## config.mk

```make
export PLATFORM = sky130hd
export DESIGN_NAME = pipelined_addsub_flat
export DESIGN_NICKNAME = d
export VERILOG_FILES = /design/src/rtl/pipelined_addsub_if.sv /design/src/rtl/pipelined_addsub.sv /design/src/flat_wrapper.sv
export SDC_FILE = /design/constraint.sdc
export NUM_CORES = 1
export LEC_CHECK = 0
export CORE_MARGIN = 1.5
export CORE_UTILIZATION = 56
export DETAILED_ROUTE_END_ITERATION = 10
export PLACE_DENSITY = 0.79
export SLEW_MARGIN = 5
export SYNTH_ARGS = -nofsm -noshare
export SYNTH_HDL_FRONTEND = slang
export SYNTH_SLANG_ARGS = --single-unit
```

## constraint.sdc

```tcl
create_clock -name clk -period 3.63 [get_ports clk]
set_clock_uncertainty 0.2 [all_clocks]
set_input_delay 0.363 -clock clk [delete_from_list [all_inputs] [get_ports clk]]
set_output_delay 0.363 -clock clk [all_outputs]
set_load 0.01 [all_outputs]
```

## src/rtl/pipelined_addsub_if.sv

```systemverilog
// Operand/result handshake bundle for pipelined_addsub.
// The master side produces operands and consumes results; the slave side is the adder.
interface pipelined_addsub_if #(
   parameter int unsigned WIDTH = 32
);
   logic             in_valid;
   logic             in_ready;
   logic [WIDTH-1:0] a;
   logic [WIDTH-1:0] b;
   logic             sub;
   logic             sat_en;
   logic             out_valid;
   logic             out_ready;
   logic [WIDTH-1:0] result;
   logic             carry_out;
   logic             overflow;
   logic             zero;

   modport master (
      output in_valid,
      input  in_ready,
      output a,
      output b,
      output sub,
      output sat_en,
      input  out_valid,
      output out_ready,
      input  result,
      input  carry_out,
      input  overflow,
      input  zero
   );

   modport slave (
      input  in_valid,
      output in_ready,
      input  a,
      input  b,
      input  sub,
      input  sat_en,
      output out_valid,
      input  out_ready,
      output result,
      output carry_out,
      output overflow,
      output zero
   );
endinterface

```

## src/rtl/pipelined_addsub.sv

```systemverilog
// Carry-segmented pipelined add/sub with saturation, status flags and
// valid/ready flow control; one SEG-bit carry segment per stage.
module pipelined_addsub #(
   parameter int unsigned WIDTH  = 32,
   parameter int unsigned STAGES = 4
) (
   input logic               clk,
   input logic               rst_n,
   pipelined_addsub_if.slave bus
);
   localparam int unsigned SEG = WIDTH / STAGES;

   logic [STAGES-1:0] valid_d;
   logic [STAGES-1:0] valid_q;
   logic [STAGES-1:0] adv;
   logic              last_v;

   logic [WIDTH-1:0]  result_d;
   logic [WIDTH-1:0]  result_q;
   logic              carry_d;
   logic              carry_q;
   logic              overflow_d;
   logic              overflow_q;
   logic              zero_d;
   logic              zero_q;

   // A stage may move on when any stage at or beyond it holds a bubble,
   // or the consumer takes the head beat.
   always_comb begin
      logic full;
      adv  = '0;
      full = 1'b1;
      for (int k = STAGES - 1; k >= 0; k--) begin
         full   = full & valid_q[k];
         adv[k] = bus.out_ready | ~full;
      end
   end

   for (genvar k = 0; k < STAGES; k++) begin : g_stage
      localparam int unsigned BIN_W = WIDTH - k * SEG;

      logic [WIDTH-1:0] w_i;
      logic [BIN_W-1:0] b_i;
      logic             c_i;
      logic             s_i;
      logic             v_i;
      logic [SEG:0]     seg_sum;

      if (k == 0) begin : g_head
         assign w_i = bus.a;
         assign b_i = bus.sub ? ~bus.b : bus.b;
         assign c_i = bus.sub;
         assign s_i = bus.sat_en;
         assign v_i = bus.in_valid;
      end else begin : g_link
         assign w_i = g_stage[k-1].g_mid.w_q;
         assign b_i = g_stage[k-1].g_mid.b_q;
         assign c_i = g_stage[k-1].g_mid.c_q;
         assign s_i = g_stage[k-1].g_mid.s_q;
         assign v_i = valid_q[k-1];
      end

      assign seg_sum = {1'b0, w_i[k*SEG +: SEG]}
                     + {1'b0, b_i[SEG-1:0]}
                     + {{SEG{1'b0}}, c_i};

      assign valid_d[k] = adv[k] ? v_i : valid_q[k];

      if (k < STAGES - 1) begin : g_mid
         localparam int unsigned BO_W = BIN_W - SEG;

         // w holds finished sum bits below the next segment and raw A above.
         logic [WIDTH-1:0] w_d;
         logic [WIDTH-1:0] w_q;
         logic [BO_W-1:0]  b_d;
         logic [BO_W-1:0]  b_q;
         logic             c_d;
         logic             c_q;
         logic             s_d;
         logic             s_q;

         always_comb begin
            w_d                = w_i;
            w_d[k*SEG +: SEG]  = seg_sum[SEG-1:0];
            b_d                = b_i[BIN_W-1:SEG];
            c_d                = seg_sum[SEG];
            s_d                = s_i;
         end

         always_ff @(posedge clk or negedge rst_n) begin
            if (!rst_n) begin
               w_q <= '0;
               b_q <= '0;
               c_q <= 1'b0;
               s_q <= 1'b0;
            end else if (adv[k] && v_i) begin
               w_q <= w_d;
               b_q <= b_d;
               c_q <= c_d;
               s_q <= s_d;
            end
         end
      end else begin : g_last
         logic [WIDTH-1:0] raw;
         logic             a_msb;
         logic             b_msb;
         logic             ovf;

         always_comb begin
            raw                  = w_i;
            raw[WIDTH-1 -: SEG]  = seg_sum[SEG-1:0];
            a_msb                = w_i[WIDTH-1];
            b_msb                = b_i[SEG-1];
            ovf                  = (a_msb == b_msb)
                                 && (raw[WIDTH-1] != a_msb);
            result_d             = raw;
            if (s_i && ovf) begin
               result_d = a_msb ? {1'b1, {(WIDTH-1){1'b0}}}
                                : {1'b0, {(WIDTH-1){1'b1}}};
            end
            carry_d              = seg_sum[SEG];
            overflow_d           = ovf;
            zero_d               = ~|result_d;
         end

         assign last_v = v_i;
      end
   end

   always_ff @(posedge clk or negedge rst_n) begin
      if (!rst_n) begin
         valid_q    <= '0;
         result_q   <= '0;
         carry_q    <= 1'b0;
         overflow_q <= 1'b0;
         zero_q     <= 1'b0;
      end else begin
         valid_q <= valid_d;
         if (adv[STAGES-1] && last_v) begin
            result_q   <= result_d;
            carry_q    <= carry_d;
            overflow_q <= overflow_d;
            zero_q     <= zero_d;
         end
      end
   end

   assign bus.in_ready  = adv[0];
   assign bus.out_valid = valid_q[STAGES-1];
   assign bus.result    = result_q;
   assign bus.carry_out = carry_q;
   assign bus.overflow  = overflow_q;
   assign bus.zero      = zero_q;

endmodule

```

## src/flat_wrapper.sv

```systemverilog
// flat-port wrapper written by rule: the top's interface ports become plain ports
module pipelined_addsub_flat 
#(
   parameter int unsigned WIDTH  = 32,
   parameter int unsigned STAGES = 4
)
  (clk, rst_n, bus_in_valid, bus_in_ready, bus_a, bus_b, bus_sub, bus_sat_en, bus_out_valid, bus_out_ready, bus_result, bus_carry_out, bus_overflow, bus_zero);
  pipelined_addsub_if #(.WIDTH(WIDTH)) bus_i ();
  input logic clk;
  input logic rst_n;
  input wire logic [$bits(bus_i.in_valid)-1:0] bus_in_valid;
  output wire logic [$bits(bus_i.in_ready)-1:0] bus_in_ready;
  input wire logic [$bits(bus_i.a)-1:0] bus_a;
  input wire logic [$bits(bus_i.b)-1:0] bus_b;
  input wire logic [$bits(bus_i.sub)-1:0] bus_sub;
  input wire logic [$bits(bus_i.sat_en)-1:0] bus_sat_en;
  output wire logic [$bits(bus_i.out_valid)-1:0] bus_out_valid;
  input wire logic [$bits(bus_i.out_ready)-1:0] bus_out_ready;
  output wire logic [$bits(bus_i.result)-1:0] bus_result;
  output wire logic [$bits(bus_i.carry_out)-1:0] bus_carry_out;
  output wire logic [$bits(bus_i.overflow)-1:0] bus_overflow;
  output wire logic [$bits(bus_i.zero)-1:0] bus_zero;
  assign bus_i.in_valid = bus_in_valid;
  assign bus_in_ready = bus_i.in_ready;
  assign bus_i.a = bus_a;
  assign bus_i.b = bus_b;
  assign bus_i.sub = bus_sub;
  assign bus_i.sat_en = bus_sat_en;
  assign bus_out_valid = bus_i.out_valid;
  assign bus_i.out_ready = bus_out_ready;
  assign bus_result = bus_i.result;
  assign bus_carry_out = bus_i.carry_out;
  assign bus_overflow = bus_i.overflow;
  assign bus_zero = bus_i.zero;
  pipelined_addsub #(.WIDTH(WIDTH), .STAGES(STAGES)) u_core (.clk(clk), .rst_n(rst_n), .bus(bus_i));
endmodule
```

Run 1, placement view:
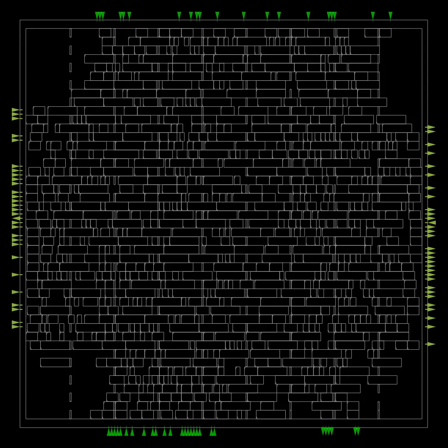
num rows: 45
Core ar.: 15,200 um^2
# fillers: 1,115
Flops: 189

Run 1, nets reached from selected ports:
Scale: 2 px per um.
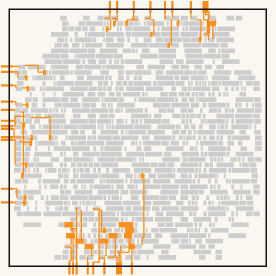
`bus_a` -> orange  # bits 32, direction input, edge 12 left, 10 bottom, 10 top, end cells 34, buffers 32, wire 581 um
PortBufs: 106
Top Ports: 107

==> changes_impl.md, run 1 <==
## Flow update

* R2R depth at 7
* Crit end category: flop
* Nets at 1,005
* Die ar. at 16,330 um^2
* Synthesized Nets at 910
* Finished Cell Area at 10,550 um^2
* Gate power share at 35.0%
* Setup bufs post-CTS at 0
* Worst-path clk slew at 0.07 ns
* Largest net degree at the start of global routing at 80
* Int Pwr at 5.297 mW
* Layout Cells excl Fill at 1,099
* Max-slew violation count at 0
* CTS tree: done
* Status: finished, final reports clean
* Gpl congestion at 0.8696
* Top delay family on crit path: AND-OR/OR-AND gates
* PwrDens at 753.0 nW/um^2
* GRT busiest layer: met2
* GR Util All Layers at 23.50%
* Register area share after synthesis at 54.23%
* Net Sw Frac at 33.35%
* Worst Setup Start Kind: flop
* Worst hold path type: input port to flop
* Share of post-route cells with drive strength above 1 at 14.05%
* Endpoints failing hold at 0
* Dominant register cell: dfrtp_1
Run 1, met2 routing:
Scale: 4 px per um.
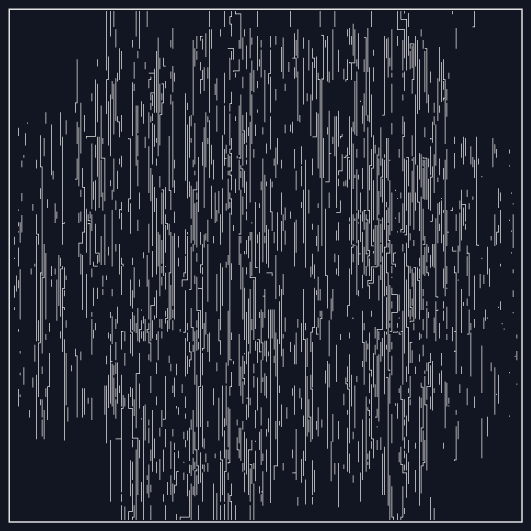
longest straight run = 48.3 um
share of all routed wire = 46%
Detailed Route WL: 17,520 um
met2 usage: 36.40%
detailed-route via count: 5,990

[run 1: final cells by class]
class                           count  area (um^2)  area share, %
Timing Repair Buffer              118         1187          11.25
Multi-Input combinational cell    553         3744          35.47
Sequential cell                   189         4730          44.81
Clock inverter                     11        146.4          1.387
Inverter                           21        78.83         0.7469
Tap cell                          188        235.2          2.229
Clock buffer                       19        432.9          4.102
[run 1: power by group through the flow]
stage | Sequential (mW) | Combinational (mW) | Clock [mW]
floorplan | 3.24 | 1.82 | 0
global placement | 3.32 | 2.64 | 0
detailed placement | 3.35 | 2.75 | 0
CTS | 3.32 | 2.79 | 1.87
global route | 3.41 | 3.10 | 1.95
finish | 3.32 | 2.78 | 1.85
Run 1, I/O pins on the die edge:
Scale: 4 px per um. Pins as bars across the die edge, other pins in grey.
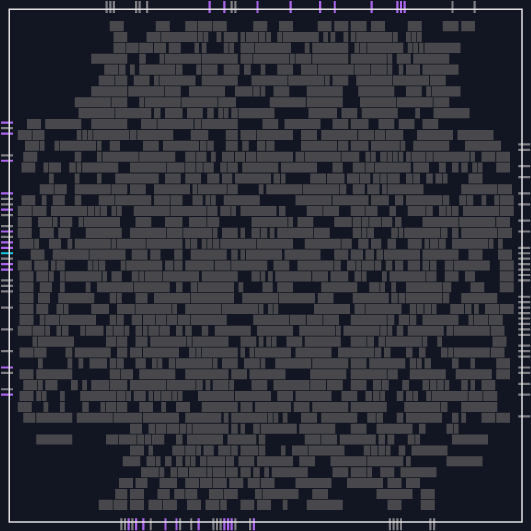

==> run 1 -> run 2 <==
- clock period: 3.63 -> 2.8 ns (I/O delays scaled with it)
Run 2, I/O pins on the die edge:
Scale: 4 px per um. Pins as bars across the die edge, other pins in grey.
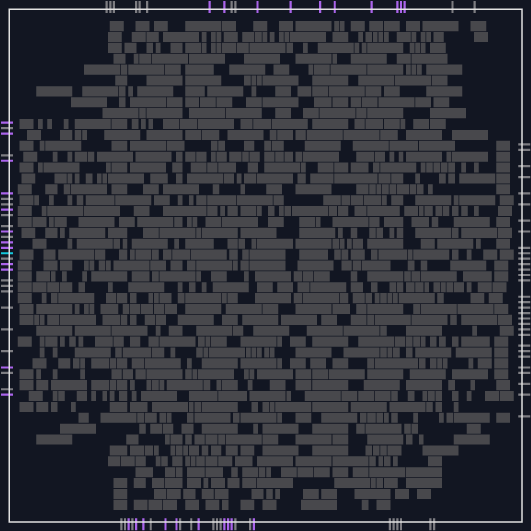
`bus_in_valid` -> cyan  # pins 1, direction input, edge left
`bus_a` -> purple  # pins 32, direction input, edge 12 left, 10 bottom, 10 top

==> changes_impl.md, run 2 <==
## Flow update

* Net Sw Frac at 32.98% (-0.37 points)
* Layout Cells excl Fill at 1,108 (+0.82%)
* Largest class: registers
* Seq area share at 44.18% (-0.63 points)
* # fillers at 1,094 (-1.9%)
* Worst hold path type: input port to flop
* Sequential power at 4.33 mW (+30%)
* GRT busiest layer: met2
* Detailed Route WL at 17,410 um (-0.59%)
* Worst-path clk slew at 0.06 ns (about the same)
* Register area share after synthesis at 54.23% (unchanged)
* Top delay family on crit path: AND-OR/OR-AND gates
* Core ar. at 15,200 um^2 (unchanged)
* Crit end category: flop
* GR Util All Layers at 23.00% (-0.49 points)
* P_comb at 3.71 mW (+33%)
* CTS tree: done
* Invs w/o clock at 21 (unchanged)
* Num rows at 45 (unchanged)
* Clock Power at 2.40 mW (+30%)
* Dominant register cell: dfrtp_1
* Number of non-clock buffers in the layout at 129 (+9.3%)
* Number of clock buffers in the layout at 20 (+1)
* Share of post-route cells with drive strength above 1 at 15.43% (+1.4 points)
* Worst Setup Start Kind: flop
* Logic share of the area at 35.17% (-0.30 points)
* #MultiIn Comb at 553 (unchanged)
* Flops at 189 (unchanged)
* Clock network area share at 5.377% (-0.11 points)
* Status: finished, final reports clean
Run 2, nets reached from selected ports:
Scale: 2 px per um.
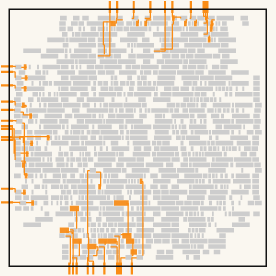
`bus_a` -> orange  # bits 32, direction input, edge 12 left, 10 bottom, 10 top, end cells 34, buffers 32, wire 595 um

run 2: cell count changes in the layout (fill, tap and decap cells not counted), sizes merged:
| cell | before | now |
|---|---|---|
| clkbuf | 19 | 20 |
| clkinv | 6 | 5 |
| buf | 13 | 24 |
| clkinvlp | 2 | 0 |
run 2: cell families (layout without fill, tap and decap cells):
family | count (synthesis) | after routing | synth area share (%)
flip-flops | 189 | 189 | 54.23
XOR/XNOR | 49 | 49 | 4.921
adder cells (fa/ha/maj) | 35 | 35 | 5.624
AND/OR/NAND/NOR | 224 | 224 | 11.13
AND-OR/OR-AND | 167 | 167 | 11.08
buffers and inverters | 63 | 178 | 2.956
multiplexers | 78 | 78 | 10.06
run 2: repair_timing:
action	in CTS	in global routing
setup buffers	0	2
hold buffers	1	0
resized	0	4
hold endpoints to repair	57	0
endpoints found under the setup margin	0	2
Run 2, placement view:
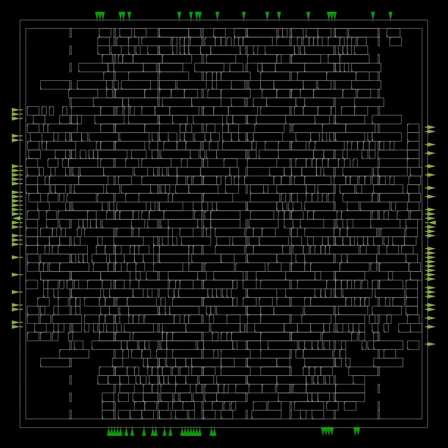

==> run 2 -> run 3 <==
- CORE_UTILIZATION: 56 -> 58
- CTS_BUF_LIST: not set -> sky130_fd_sc_hd__clkbuf_4 sky130_fd_sc_hd__clkbuf_8
- PLACE_DENSITY: 0.79 -> 0.82
Run 3, placement view:
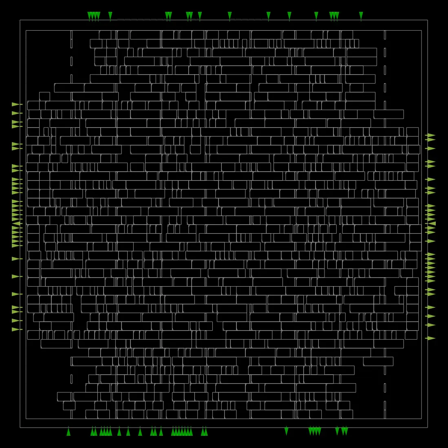
Layout Cells excl Fill: 1,104
num rows: 44
fin util: 71.86%

==> changes_impl.md, run 3 <==
## Flow update

* Status: finished, final reports clean
* Adder Area Share at 5.624% (unchanged)
* XOR-XNOR Cells, Area Fraction at 4.921% (unchanged)
* Seq area share at 45.11% (+0.93 points)
* Dominant register cell: dfrtp_1
* Yosys aoi share at 11.08% (unchanged)
* Top delay family on crit path: simple AND/OR/NAND/NOR gates
* Sequential power at 4.31 mW (about the same)
* Worst Setup Start Kind: flop
* Crit end category: flop
* GRT busiest layer: met2
* Simple share at 11.13% (unchanged)
* Worst-path clk slew at 0.10 ns (+0.04 ns)
* CTS tree: done
* Core ar. at 14,590 um^2 (-4.0%)
* Clock network area share at 3.557% (-1.8 points)
* P_comb at 3.71 mW (about the same)
* Clock Power at 1.68 mW (-30%)
* Flops at 189 (unchanged)
* Net Sw Frac at 35.28% (+2.3 points)
* GR Util All Layers at 23.44% (+0.44 points)
* Worst hold path type: input port to asynchronous set/reset pin
* Detailed Route WL at 17,300 um (-0.63%)
* Mux cell area share after synthesis at 10.06% (unchanged)
* Share of post-route cells with drive strength above 1 at 15.43% (unchanged)
* #MultiIn Comb at 553 (unchanged)
* Logic family by area: simple AND/OR/NAND/NOR gates
Run 3, I/O pins on the die edge:
Scale: 4 px per um. Pins as bars across the die edge, other pins in grey.
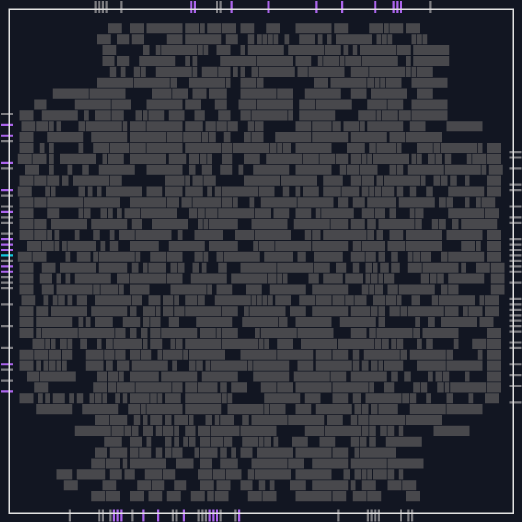
`bus_a` -> purple  # pins 32, direction input, edge 12 left, 10 bottom, 10 top
`bus_in_valid` -> cyan  # pins 1, direction input, edge left

run 3: timing repair:
item | CTS | global route
hold endpoints to repair | 189 | 0
endpoints found under the setup margin | 0 | 1
hold buffers | 1 | 0
resized | 0 | 3
run 3: metrics by stage:
stage | utilization, % | hold slack [ns] | power (mW) | cells
4_1_cts | 71.77 | 0.04489 | 9.654 | 1104
2_1_floorplan | - | -0.2156 | 6.554 | 805
3_5_place_dp | 69.14 | -0.03866 | 7.978 | 1071
5_1_grt | 71.86 | 0.07007 | 10.35 | 1104
6_report | 71.86 | 0.05189 | 9.693 | 1104
3_3_place_gp | 69.14 | -0.03886 | 7.755 | 1071
Power and IR drop assume default switching activity.
